run_1/congestion_map.png
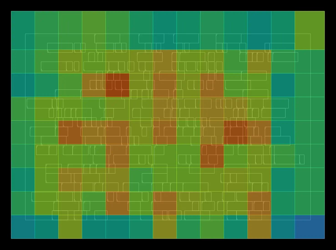
run_1/ff_map.png
Other sequential cells in the stronger gray, the rest of the logic in the fainter gray.
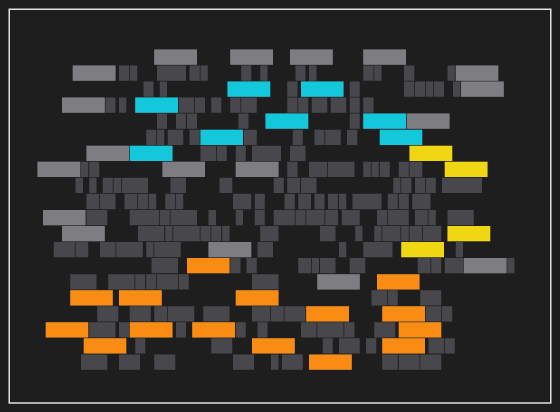
run_1/sizing.png
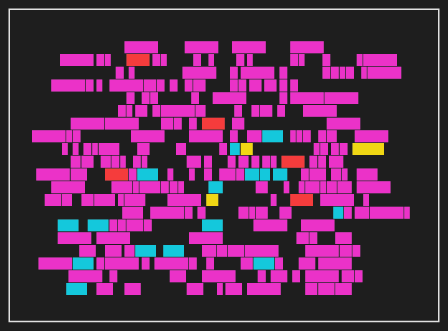
==> config.mk <==
export PLATFORM = sky130hd
export DESIGN_NAME = spi_controller_flat
export DESIGN_NICKNAME = d
export VERILOG_FILES = /design/src/rtl/spi_controller_if.sv /design/src/rtl/spi_controller.sv /design/src/flat_wrapper.sv
export SDC_FILE = /design/constraint.sdc
export NUM_CORES = 1
export LEC_CHECK = 0
export CAP_MARGIN = 20
export CORE_ASPECT_RATIO = 0.7
export CORE_MARGIN = 4
export CORE_UTILIZATION = 45
export DETAILED_ROUTE_END_ITERATION = 10
export DONT_BUFFER_PORTS = 1
export SLEW_MARGIN = 20
export SYNTH_ARGS = -nofsm -noshare
export SYNTH_HDL_FRONTEND = slang
export SYNTH_SLANG_ARGS = --single-unit
==> constraint.sdc <==
create_clock -name clk -period 4.85 [get_ports clk]
set_clock_uncertainty 0.05 [all_clocks]
set_input_delay 0.7275 -clock clk [delete_from_list [all_inputs] [get_ports clk]]
set_output_delay 0.7275 -clock clk [all_outputs]
set_load 0.02 [all_outputs]
==> impl_metrics.yaml, run 1 <==
# synthesis and place-and-route metrics
yosys:
  netlist.top_cell.by_area: "sky130_fd_sc_hd__dfxtp_1"
  synthAdderAreaFrac: 0.0399
  ys_top_logic_family: "AND-OR/OR-AND gates"
  yosys.area_share.simple: 0.158
  enable_flop_cells: 0
  synth-warning-count: 0
  synth.cell_area_um2: 2200
  yosys_instances: 244
  area_share_of_the_largest_cell_type_after_synthesis: 0.410
  mux_share: 0.0821
  synth_sequential_area_ratio: 0.410
  synth.yosys.chip_area_um2: 2200
  netlist_instances: 244
  synth_cell_types: 37
  synth_area_in_compound_gates: 0.257
  synth-main-ff-cell: "sky130_fd_sc_hd__dfxtp_1"
  async_flop_share: 0
clock_tree:
  clock_path_buffers: 2
  cts_resized: 0
  clock.latency.late_pin_ns: 0.30
  clock_slew_at_reported_path_ffs_ns: 0.08
  tritoncts: "done"
  tritoncts.num_buffers: 5
  cts-hold-fix-buffers: 0
  post_cts_buffers: 0
route:
  detail_route.wirelength.met1_um: 2650
  amount_of_wire_on_met3_after_detailed_routing_um: 229
  dr_total_vias: 1704
  drc: 0
  highest-signal-layer: "met4"
  drtIter0Drc: 152
  dr.pass1.iters: 4
  vias_per_cell: 5.59
  met2RoutedLength_um: 1910
  drtAntennaViolNets: 0
  route.detailed.wl_per_inst_um: 15.9
  wirelength_um: 4840
worst_hold_path:
  worst_hold_path_type: "flop to flop"
floorplanning:
  dieWidth_um: 91.5
  num_rows: 20
  chipArea_um2: 6080
  well_tap_count: 66
  floorplan.die.height_um: 66.4
final_timing:
  maxSlewViolCount: 0
  post-route-period-util: 0.597
  headroom_to_the_max_slew_limit: 0.454
  maxClockFrequency_mhz: 346
  worst_pin_slew_ns: 0.819
  fin_worst_hold_slack_ns: 0.406
  finalHoldViolations: 0
  period_needed_ns: 2.89
  finalSetupViolCount: 0
  finalSetupTns_ns: 0
  grt_setup_unrepaired: "no"
run_status:
  run_status: "finished clean"
worst_setup_path:
  required_ns: 4.94
  worst_path_dominant_cell_family: "AND-OR/OR-AND gates"
  ff2ff_path_depth: 6
  rrSetupSlack_ns: 1.96
  path_class: "flop to flop"
  cp-start-kind: "flop"
  worstPathArrival_ns: 2.99
  cp.depth: 6
  critical_path_buf_inv_count: 1
  slowest_delay_ns: 0.73
  critPathSlowestCell: "sky130_fd_sc_hd__and2_1"
  crit_path_cells: "inv_1 -> ha_1 -> mux2i_1 -> a21oi_2 -> and2_1 -> o32ai_1"
  cp_max_fo: 18
power_and_ir_drop:
  power.static_leakage_nw: 0.761
  comb_pwr_w: 0.000600
  comb_power_share: 0.434
  share_seq_of_total_power: 0.404
  totalPowerFinal_w: 0.00138
  share_clk_of_total_power: 0.162
  switching_share: 0.418
  clock_power_w: 0.000223
  power.largest_group: "combinational logic"
  ir_drop_v: 0.000331
  internal_power_w: 0.000804
grt:
  largest_net_degree_at_the_start_of_global_routing: 49
  grt_first_pass_wirelength_um: 8000
  antenna_found_initial: 0
  grt_pass1_vias: 1546
  grt_busiest_layer: "met1"
  grt_util_met1: 0.245
  gr-total-overflow: 0
layout:
  design.final.nets: 265
  invs_w_o_clock: 10
  nonClkBufAreaFrac: 0.00654
  layout.cells.most_common_list: "sky130_fd_sc_hd__dfxtp_1, sky130_fd_sc_hd__a21oi_1, sky130_fd_sc_hd__nand3_1"
  multi_input_comb_cells: 174
  clock_tree_area_fraction: 0.0349
  comb_area_frac: 0.514
  layout.cells.largest_class: "logic gates"
  logic_area_um2: 1180
  layout.cells.non_filler: 305
  design.seq.count: 45
  nClkBuffers: 8
  flip_flop_count_of_the_largest_register_all_copies_and_words_added: 15
  layout.cells.most_common: "sky130_fd_sc_hd__dfxtp_1"
  fillCellCount: 436
placed_design:
  globalplace.congestion: 0.736
  place_hpwl_um: 3260
  placedCellCount: 297
  post-place-ws_ns: 2.07
  port-buffer-count: 0
flow_run:
  tool_warnings: 30
-- congestion_map.png (at the start) --
global-route met3 utilization: 0.0501
core utilization of the finished layout: 0.507
GRT met2 Usage: 0.221

-- ff_map.png (at the start) --
cyan -> u_core.shadow  # sequential cells 8
yellow -> u_core.bit_idx  # sequential cells 4, where middle right
orange -> u_core.shreg  # sequential cells 15
not colored = 18
total area of sequential cells: 901 µm²
Sequential Power: 0.000558 W
fraction of standard cell area that is sequential: 0.393

-- sizing.png (at the start) --
yellow -> x3 and x4  # cells 3, share 1.3%
cyan -> x2  # cells 16, share 6.7%
magenta -> x1 and smaller  # cells 215, share 90%
red -> x6 and larger  # cells 5, share 2.1%
final cell area excluding filler cells: 2290 µm²
setup slack of the critical path after layout: 1.96 ns
non-clock buffer total of the final layout: 2
Area Growth Syn to Fin: 4.50%

==> run 2, diff against run 1 <==
clock period = 2.79 ns   (was 4.85 ns; I/O delays follow)
run_2/util_map.png
9 x 7 tiles, from black (low) to pale yellow (high), 0 to 100% covered.
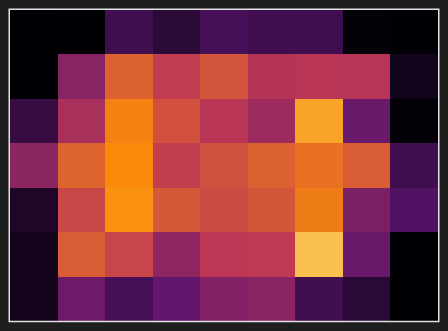
nearly empty tiles = 13%
mean over tiles = 37%
tiles over 75% full = 4.8%
fullest tile = 86%
core utilization of the finished layout: 0.514
Pre-Place Util: 0.485
core area: 4530 µm²

run_2/congestion_map.png
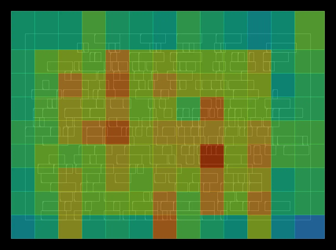
GRT Resource Usage Total: 0.170
global-route met1 utilization: 0.249
GRT met2 Usage: 0.233

==> run 2 against run 1 <==
  * Count of clock-buffer cells in the layout fell by 1
  * Synthesized cell count did not move
  * Final area rose by 1.5%
  * Final cell count rose by 0.33%
  * First-iteration DRC count fell by 7.9%
  * Flip-flop count did not move
  * Critical endpoint unchanged
  * Clock power rose by 79%
==> impl_metrics.yaml, run 2 <==
# synthesis and place-and-route metrics
run_status:
  run_status: "finished clean"
final_timing:
  finalHoldViolations: 0
  period_needed_ns: 2.31
  worst_slack_ns: 0.484
  finalSetupTns_ns: 0
  maxClockFrequency_mhz: 434
  grt_setup_unrepaired: "no"
  worst_pin_slew_ns: 0.742
  maxSlewViolCount: 0
  post-route-period-util: 0.827
floorplanning:
  chipArea_um2: 6080
  well_tap_count: 66
  num_rows: 20
  dieWidth_um: 91.5
  floorplan.die.height_um: 66.4
clock_tree:
  cts_resized: 0
  tritoncts.num_buffers: 5
  post_cts_buffers: 0
  clock_slew_at_reported_path_ffs_ns: 0.08
  clock.latency.late_pin_ns: 0.29
  tritoncts: "done"
  clock_path_buffers: 2
  cts-hold-fix-buffers: 0
power_and_ir_drop:
  share_seq_of_total_power: 0.395
  comb_power_share: 0.441
  cellPowerDensity_nw_per_um2: 1050
  power.largest_group: "combinational logic"
  comb_pwr_w: 0.00108
  internal_power_w: 0.00145
  power_sequential_w: 0.000968
  share_clk_of_total_power: 0.163
  ir_drop_v: 0.000465
  clock_power_w: 0.000399
layout:
  fillCellCount: 435
  layout.area.seq_um2: 901
  nonClkBufAreaFrac: 0.0183
  nClkBuffers: 7
  multi_input_comb_cells: 174
  logic_area_um2: 1180
  clock_tree_area_fraction: 0.0371
  seq_share: 0.387
  layout.cell_area.non_filler_um2: 2330
  layout.cells.most_common: "sky130_fd_sc_hd__dfxtp_1"
  invs_w_o_clock: 10
  layout.cells.most_common_list: "sky130_fd_sc_hd__dfxtp_1, sky130_fd_sc_hd__a21oi_1, sky130_fd_sc_hd__nand3_1"
  comb_area_frac: 0.506
  nNonClkBuffers: 4
  layout.cells.largest_class: "logic gates"
  area_delta_synth_final_pct: 6.04
  flip_flop_count_of_the_largest_register_all_copies_and_words_added: 15
  layout.cells.non_filler: 306
  design.final.nets: 267
  design.seq.count: 45
worst_setup_path:
  slowest_delay_ns: 0.62
  critical_path_buf_inv_count: 1
  worstPathArrival_ns: 2.40
  cp-start-kind: "flop"
  ff2ff_path_depth: 6
  path_class: "flop to flop"
  critPathSlowestCell: "sky130_fd_sc_hd__and2_1"
  cp_max_fo: 15
route:
  vias_per_cell: 5.55
  amount_of_wire_on_met3_after_detailed_routing_um: 170
  drc: 0
  detail_route.wirelength.met1_um: 2610
  drtIter0Drc: 140
  drtAntennaViolNets: 0
  wirelength_um: 4880
  highest-signal-layer: "met4"
  route.detailed.wl_per_inst_um: 16.0
  dr_total_vias: 1699
  met2RoutedLength_um: 2030
grt:
  gr-total-overflow: 0
  antenna_found_initial: 0
  grt_first_pass_wirelength_um: 8020
  largest_net_degree_at_the_start_of_global_routing: 49
  grt_busiest_layer: "met1"
  grt_pass1_vias: 1609
  gr-usage-met3: 0.0421
yosys:
  synth_cell_types: 37
  yosys_instances: 244
  netlist.top_cell.by_area: "sky130_fd_sc_hd__dfxtp_1"
  synth.yosys.chip_area_um2: 2200
  synthAdderAreaFrac: 0.0399
  synth.cell_area_um2: 2200
  netlist_instances: 244
  synth_area_in_compound_gates: 0.257
  synth-warning-count: 0
  synth_sequential_area_ratio: 0.410
  async_flop_share: 0
  ys_top_logic_family: "AND-OR/OR-AND gates"
  synth-main-ff-cell: "sky130_fd_sc_hd__dfxtp_1"
  enable_flop_cells: 0
placed_design:
  port-buffer-count: 0
  post-place-ws_ns: 0.479
  globalplace.congestion: 0.760
  place_hpwl_um: 3370
  placedCellCount: 299
flow_run:
  tool_warnings: 30
Power and IR drop assume default switching activity.
